[src/rtl/sm_conv_pkg.sv]
// sm_conv_pkg: shared state encoding, mode codes and sizing helper for the sign-magnitude converter
package sm_conv_pkg;
   typedef enum logic [1:0] {IDLE, CONVERT, DONE} conv_state_t;
   localparam logic MODE_TC2SM = 1'b0;
   localparam logic MODE_SM2TC = 1'b1;
   function automatic int cnt_width(input int n);
      return n > 1 ? $clog2(n) : 1;
   endfunction
endpackage

[src/rtl/serial_negate_slice.sv]
// serial_negate_slice: negates one BPC-bit slice LSB-first, carrying the seen-a-one flag across slices
module serial_negate_slice #(
   parameter int BPC = 1
) (
   input  logic [BPC-1:0] in_slice,
   input  logic           neg,
   input  logic           seen_one_in,
   output logic [BPC-1:0] out_slice,
   output logic           seen_one_out
);
   // copy bits up to and including the first one, invert the rest when negating
   always_comb begin : p_neg
      logic s;
      s = seen_one_in;
      out_slice = in_slice;
      for (int i = 0; i < BPC; i++) begin
         out_slice[i] = in_slice[i] ^ (neg & s);
         s = s | in_slice[i];
      end
      seen_one_out = s;
   end
endmodule

[src/rtl/serial_sign_magnitude_converter.sv]
// serial_sign_magnitude_converter: multi-cycle two's complement <-> sign-magnitude converter
module serial_sign_magnitude_converter
   import sm_conv_pkg::*;
#(
   parameter int WIDTH = 8,
   parameter int BPC   = 1
) (
   input  logic             clk,
   input  logic             reset,
   input  logic             start,
   input  logic             mode,
   input  logic             in_sign,
   input  logic [WIDTH-1:0] in_bits,
   output logic             ready,
   output logic             done,
   output logic [WIDTH-1:0] out_bits,
   output logic             sign,
   output logic             overflow
);
   localparam int N  = WIDTH / BPC;
   localparam int CW = cnt_width(N);

   if (WIDTH % BPC != 0) begin : g_bad_bpc
      $error("WIDTH must be a multiple of BPC");
   end

   conv_state_t          state;
   logic [CW-1:0]        cnt;
   logic [WIDTH-1:0]     op_sh;
   logic [WIDTH-1:0]     res_sh;
   logic                 neg;
   logic                 seen;
   logic                 sign_r;
   logic                 ovf_r;
   logic [BPC-1:0]       slice_out;
   logic                 seen_next;
   logic [WIDTH+BPC-1:0] res_cat;

   assign res_cat = {slice_out, res_sh};

   serial_negate_slice #(.BPC(BPC)) u_slice (
      .in_slice     (op_sh[BPC-1:0]),
      .neg          (neg),
      .seen_one_in  (seen),
      .out_slice    (slice_out),
      .seen_one_out (seen_next)
   );

   // control FSM: capture on start, shift one slice per cycle, publish result on entry to DONE
   always_ff @(posedge clk) begin
      if (!reset) begin
         state    <= IDLE;
         cnt      <= '0;
         op_sh    <= '0;
         res_sh   <= '0;
         neg      <= 1'b0;
         seen     <= 1'b0;
         sign_r   <= 1'b0;
         ovf_r    <= 1'b0;
         ready    <= 1'b1;
         done     <= 1'b0;
         out_bits <= '0;
         sign     <= 1'b0;
         overflow <= 1'b0;
      end else begin
         done <= 1'b0;
         case (state)
            IDLE: if (start) begin
               state  <= CONVERT;
               ready  <= 1'b0;
               cnt    <= '0;
               op_sh  <= in_bits;
               res_sh <= '0;
               seen   <= 1'b0;
               neg    <= mode == MODE_SM2TC ? in_sign : in_bits[WIDTH-1];
               sign_r <= mode == MODE_SM2TC ? in_sign & (|in_bits) : in_bits[WIDTH-1];
               ovf_r  <= mode == MODE_SM2TC &&
                         (in_sign ? in_bits[WIDTH-1] & (|in_bits[WIDTH-2:0]) : in_bits[WIDTH-1]);
            end
            CONVERT: begin
               op_sh  <= op_sh >> BPC;
               res_sh <= res_cat[WIDTH+BPC-1:BPC];
               seen   <= seen_next;
               cnt    <= cnt + 1'b1;
               if (cnt == CW'(N - 1)) begin
                  state    <= DONE;
                  done     <= 1'b1;
                  out_bits <= res_cat[WIDTH+BPC-1:BPC];
                  sign     <= sign_r;
                  overflow <= ovf_r;
               end
            end
            DONE: begin
               state <= IDLE;
               ready <= 1'b1;
            end
            default: state <= IDLE;
         endcase
      end
   end
endmodule

[config.mk]
export PLATFORM = sky130hd
export DESIGN_NAME = serial_sign_magnitude_converter
export DESIGN_NICKNAME = d
export VERILOG_FILES = /design/src/rtl/sm_conv_pkg.sv /design/src/rtl/serial_negate_slice.sv /design/src/rtl/serial_sign_magnitude_converter.sv
export SDC_FILE = /design/constraint.sdc
export NUM_CORES = 1
export LEC_CHECK = 0
export ABC_AREA = 1
export CAP_MARGIN = 20
export CORE_MARGIN = 5
export CORE_UTILIZATION = 51
export DETAILED_ROUTE_END_ITERATION = 10
export GPL_TIMING_DRIVEN = 0
export PLACE_DENSITY = 0.84
export SETUP_SLACK_MARGIN = 0.15
export SLEW_MARGIN = 20
export SYNTH_ARGS = -nofsm -noshare
export SYNTH_HDL_FRONTEND = slang
export SYNTH_SLANG_ARGS = --single-unit
[constraint.sdc]
create_clock -name clk -period 1.55 [get_ports clk]
set_input_delay 0.31 -clock clk [delete_from_list [all_inputs] [get_ports clk]]
set_output_delay 0.31 -clock clk [all_outputs]
set_load 0.05 [all_outputs]
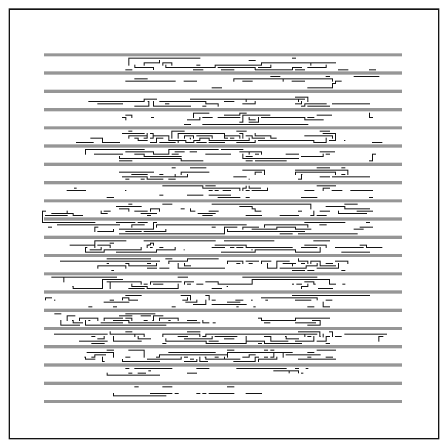
Run 1: metal 1
Supply wires on this layer in gray.
- wire length on this layer: 1430 um
- main direction: horizontal
- nets with wire on the layer: 240

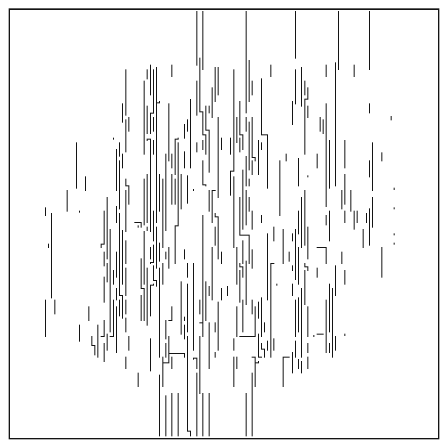
Run 1: M2 wires
- main direction: vertical
- share of all routed wire: 45%
- wire length on this layer: 1340 um
Vias: 1345
total detailed-routing wirelength: 2.97 mm
met2 track demand over resource: 24.0%

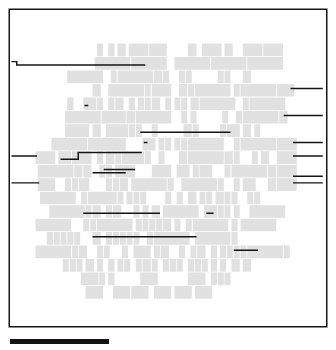
Run 1: metal 3
The bar under the picture is 20 um long. Cells faint in the background.
- wire length on this layer: 164 um
- share of all routed wire: 5.5%
- nets with wire on the layer: 15

==> run 1: per-stage QoR <==
| step | area (um^2) | hold WS [ns] | power [uW] | util [%] |
|---|---|---|---|---|
| after floorplan | 1480 | 0.427 | 1120 | - |
| after global placement | 1760 | 0.451 | 1190 | 63.7 |
| after detailed placement | 1760 | 0.456 | 1200 | 63.7 |
| after CTS | 1840 | 0.467 | 1720 | 66.6 |
| after global routing | 1850 | 0.493 | 1790 | 67.0 |
| final | 1850 | 0.472 | 1720 | 67.0 |
==> run 1: area by class of cell <==
class / instances / area [um^2] / area share (%)
buffer: 5 / 30.0 / 1.63
multi-input combinational: 144 / 638 / 34.6
clock buffer: 7 / 65.1 / 3.52
inverter: 26 / 97.6 / 5.28
timing repair buffer: 25 / 255 / 13.8
sequential: 36 / 722 / 39.1
tap: 31 / 38.8 / 2.10
==> run 1: per-layer routing <==
metal	wire length, um	track usage [%]
met1	1430	22.3
met2	1340	24.0
met3	164	4.20
met4	41	4.68
met5	0	0
==> run 1: power groups by stage <==
stage	logic, uW	clock network (uW)	registers, uW
6_report	205	538	975
5_1_grt	233	583	979
4_1_cts	203	548	973
3_5_place_dp	201	0	994
3_3_place_gp	198	0	993
2_1_floorplan	124	0	998
==> run 1: cells by family (layout without fill, tap and decap cells) <==
family | after synthesis | in the layout
and+or+nand+nor | 120 | 120
adders and majority gates | 2 | 2
AOI/OAI and AO/OA | 22 | 22
buffers and inverters | 31 | 63
DFF | 36 | 36
==> run 1: cell usage after synthesis <==
| cell | instances | area, um^2 |
|---|---|---|
| buf_4 | 1 | 7.51 |
| buf_6 | 1 | 11.3 |
| o21ai_0 | 6 | 30.0 |
| clkbuf_1 | 3 | 11.3 |
| o21a_1 | 1 | 7.51 |
| inv_2 | 3 | 11.3 |
| inv_1 | 23 | 86.3 |
| o21ai_2 | 1 | 8.76 |
| a21oi_1 | 14 | 70.1 |
| nor2_1 | 28 | 105 |
| nand3_1 | 12 | 60.1 |
| nor2_4 | 2 | 22.5 |
| dfxtp_1 | 36 | 721 |
| ha_1 | 2 | 25.0 |
| nor3_1 | 5 | 25.0 |
| nand2_1 | 73 | 274 |
==> run 1: repair_timing <==
| action | in CTS | in global routing |
|---|---|---|
| buffers inserted | 0 | 1 |
| pin swaps | 0 | 1 |
| gates resized | 36 | 6 |
| setup endpoints to repair | 12 | 14 |
==> run 1: worst max path at each step <==
| stage | startpoint | slack, ns | to |
|---|---|---|---|
| floorplan | cnt[0] | 0.40 | out_bits[1] |
| global placement | start | -0.08 | op_sh[7] |
| detailed placement | start | -0.09 | cnt[2] |
| CTS | ready | 0.19 | ready |
| global route | state[0] | 0.15 | res_sh[5] |
| finish | overflow | 0.19 | overflow |
==> run 1: state kept, by name, summed over array words and instances, names as in the netlist <==
register  flops
seen          1
cnt           3
done          1
op_sh         8
sign_r        1
overflow      1
res_sh        7
ready         1
state         2
neg           1
sign          1
ovf_r         1
out_bits      8
==> flow_summary.yaml, run 1 <==
# implementation run metrics
synthesis:
  netlist_instances: 211
  floorplan.nets: 226
  yosys.stat.chipArea_um2: 1480
  synth.ff_latch_count: 36
  synth.yosys.warnings: 0
  ys_cells: 211
  synth.lib_cells_used.distinct: 16
die:
  fp_util_pct: 53.5
  die_span_x_um: 63.8
  y_dimension_of_the_die_um: 63.8
  dieArea_um2: 4070
finish:
  layout.nets: 258
  fill_cells: 237
  fraction_of_layout_cells_with_a_size_suffix_above_1_pct: 12.3
  stdcell_count: 274
  insertedDiodeCount: 0
worst_setup_path:
  worstReg2RegStart: "cnt[0]"
  ff2ff_path_depth: 7
  worstPathBufferInverterCount: 1
  reg2reg_setup_slack_ns: 0.24
  reg2reg_to: "out_bits[0]"
  crit_cells: 1
  worst_setup_path_end_kind: "primary output"
clock_network:
  root_buffer: "clkbuf_4"
  cts.sink_count: 36
  cts_max_path_buffers: 2
  numCtsBuffers: 5
  clkTransAtPathRegs_ns: 0.10
worst_hold_path:
  min_delay_path_depth: 2
sta:
  worst_setup_margin_ns: 0.192
  slew_headroom_pct: 68.8
  finalClockSkew_ns: 0.00759
  max_slew.worst_pin.slew_ns: 0.467
  final_critical_delay_including_setup_and_external_delays_ns: 1.36
  timing.setup.tns_ns: 0
  report.final.slew_viol_count: 0
  finalHoldViolations: 0
placed_design:
  dp_cells: 266
  numPortBuffers: 24
flow_run:
  warning_count: 26
  drv_cap: 0
power:
  power.combinational.fraction_pct: 11.9
  seqPwrFrac_pct: 56.8
  ir_worst_vdd_uv: 950
grt:
  via_count_of_the_first_global_routing_pass: 1221
  grt_start_max_net_pins: 11
  globalRoute.totalOverflow: 0
routing:
  post_drt_wl_per_cell_um: 10.9
  drtIter0Drc: 49
  detail-route-antenna-nets: 0
  drt_pass1_iterations: 4
outcome:
  outcome: "finished clean"
Run 1, the clock network:
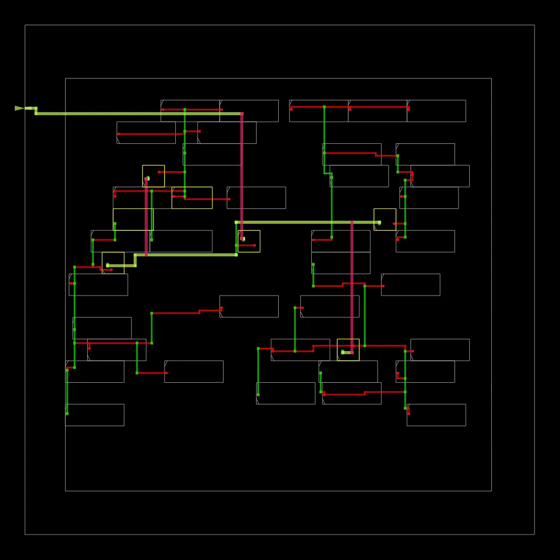

## Run 2: what changed since run 1
- CORE_MARGIN: 5 -> not set
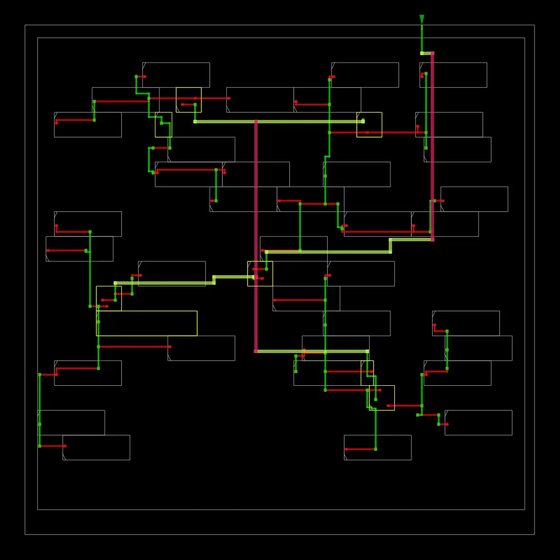
Run 2: the clock network
Latency at later pin: 0.34 ns
worst clock skew: 0.0102 ns
number of sequential cells in the layout: 36

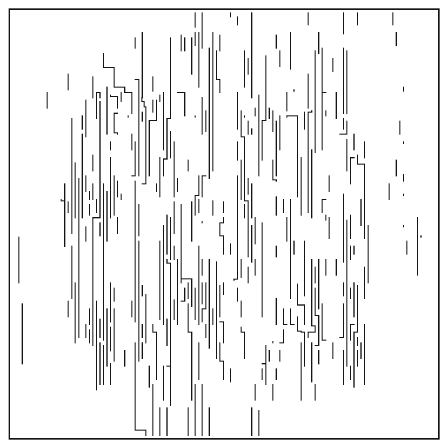
Run 2: M2 wires
- main direction: vertical
- wire length on this layer: 1350 um
- nets with wire on the layer: 196
- longest straight run: 20.7 um
met2 track demand over resource: 33.2%
total detailed-routing wirelength: 2.91 mm
Vias: 1339

==> run 2 against run 1 <==
Maximum frequency grew 0.44%. Wire length shrank 2.1%. Utilization shrank 1.8 points. Largest power group unchanged. Cell area shrank 2.6%. Worst setup slack gained 0.0059 ns. Synthesized area is the same. Power grew 5.5%.
==> flow_summary.yaml, run 2 <==
# implementation run metrics
placed_design:
  numPortBuffers: 24
  placed_cell_areas_um2: 1760
  dp_cells: 266
  place.detailed.hpwl_mm: 2.08
synthesis:
  top_area_cell: "dfxtp_1"
  synth.yosys.warnings: 0
  netlist_instances: 211
  floorplan.nets: 226
  yosys.stat.chipArea_um2: 1480
  ys_cells: 211
  edff_count_synth: 0
  ys_async_rst_share_pct: 0
  yosys.cell_count.top_type: "nand2_1"
  synth_top_flop_cell: "dfxtp_1"
  ys_top_cells_by_area: "dfxtp_1 (49%), nand2_1 (19%), nor2_1 (7.1%)"
  yosys.area.top_type_share_pct: 48.8
  synth.cells.most_frequent: "nand2_1 (73), dfxtp_1 (36), nor2_1 (28)"
  synth.lib_cells_used.distinct: 16
  synth.ff_latch_count: 36
finish:
  stdcell_count: 274
  insertedDiodeCount: 0
  post-route-util_pct: 65.2
  layout.nets: 257
  layout_top_registers: "op_sh: 8 flops, out_bits: 8 flops, res_sh: 7 flops"
  final_area_um2: 1800
  mostFrequentLayoutCells: "nand2_1 (73), dfxtp_1 (36), nor2_1 (28)"
  fraction_of_layout_cells_with_a_size_suffix_above_1_pct: 11.1
clock_network:
  cts_max_path_buffers: 2
  post_cts_buffers: 0
  root_buffer: "clkbuf_4"
  numCtsBuffers: 5
  clkTransAtPathRegs_ns: 0.11
  cts.sink_count: 36
grt:
  via_count_of_the_first_global_routing_pass: 1169
  grt_start_max_net_pins: 12
die:
  dieArea_um2: 3110
  y_dimension_of_the_die_um: 55.8
  die_span_x_um: 55.8
  fp_util_pct: 53.5
sta:
  max_slew.worst_pin.slew_ns: 0.445
  timing.setup.tns_ns: 0
  slew_headroom_pct: 70.3
  report.final.slew_viol_count: 0
  finalHoldViolations: 0
  final_critical_delay_including_setup_and_external_delays_ns: 1.35
power:
  ir_worst_vdd_uv: 793
routing:
  drt_pass1_iterations: 4
  detail-route-antenna-nets: 0
  post_drt_wl_per_cell_um: 10.6
  drtIter0Drc: 54
flow_run:
  drv_cap: 0
worst_setup_path:
  worst_setup_path_end_kind: "primary output"
  worstPathBufferInverterCount: 1
  cpMaxStageDelayCell: "clkdlybuf4s15_2"
outcome:
  outcome: "finished clean"
[run 2: logic make-up (layout without fill, tap and decap cells)]
group / after synthesis / in the layout
adders and majority gates: 2 / 2
and+or+nand+nor: 120 / 120
DFF: 36 / 36
AOI/OAI and AO/OA: 22 / 22
buffers and inverters: 31 / 63
[run 2: metrics by stage]
step	power [uW]	hold slack (ns)	setup WS, ns
finish	1810	0.460	0.198
floorplan	1120	0.427	0.403
CTS	1820	0.464	0.159
global placement	1190	0.447	-0.0838
global route	1890	0.493	0.128
detailed placement	1200	0.450	-0.0942
[run 2: per-layer routing]
layer  vias to the layer above  share of wire [%]  global-route usage (%)
li1                        711                  -                       -
met1                       592                 47                    27.6
met2                        31                 46                    33.2
met3                         5                5.3                    6.98
met4                         0                1.5                    7.50
met5                         -                  0                       0
[run 2: path summary, 6_finish.rpt]
| check | from | end | slack, ns | cells after the start |
|---|---|---|---|---|
| hold / removal | res_sh[3] | out_bits[2] | 0.46 | 2 |
| hold reg to reg | res_sh[3] | out_bits[2] | 0.46 | 2 |
| setup reg to reg | cnt[0] | out_bits[4] | 0.24 | 8 |
| setup / recovery | sign | sign | 0.20 | 1 |
[run 2: what timing repair did]
| action | 4_1_cts | 5_1_grt |
|---|---|---|
| endpoints found under the setup margin | 12 | 11 |
| endpoints found under the hold margin | 0 | 0 |
| pin swaps | 0 | 1 |
| hold buffers | 0 | 0 |
| resized | 36 | 19 |
[run 2: power by group]
part | switching (uW) | leakage (uW) | internal (uW)
Sequential | 16.4 | 0.000293 | 957
Combinational | 123 | 0.000538 | 79.8
Clock | 297 | 0.0000422 | 338
Total | 436 | 0.000873 | 1380
[run 2: layout make-up]
| cell class | count | area [um^2] |
|---|---|---|
| fill | 248 | 960 |
| timing repair buffer | 24 | 199 |
| clock inverter | 2 | 35.0 |
| buffer | 5 | 30.0 |
| sequential | 36 | 721 |
| tap | 31 | 38.8 |
| inverter | 26 | 97.6 |
| clock buffer | 6 | 41.3 |
| multi-input combinational | 144 | 636 |
No activity file was given, so power comes from the tool's default toggle rates.
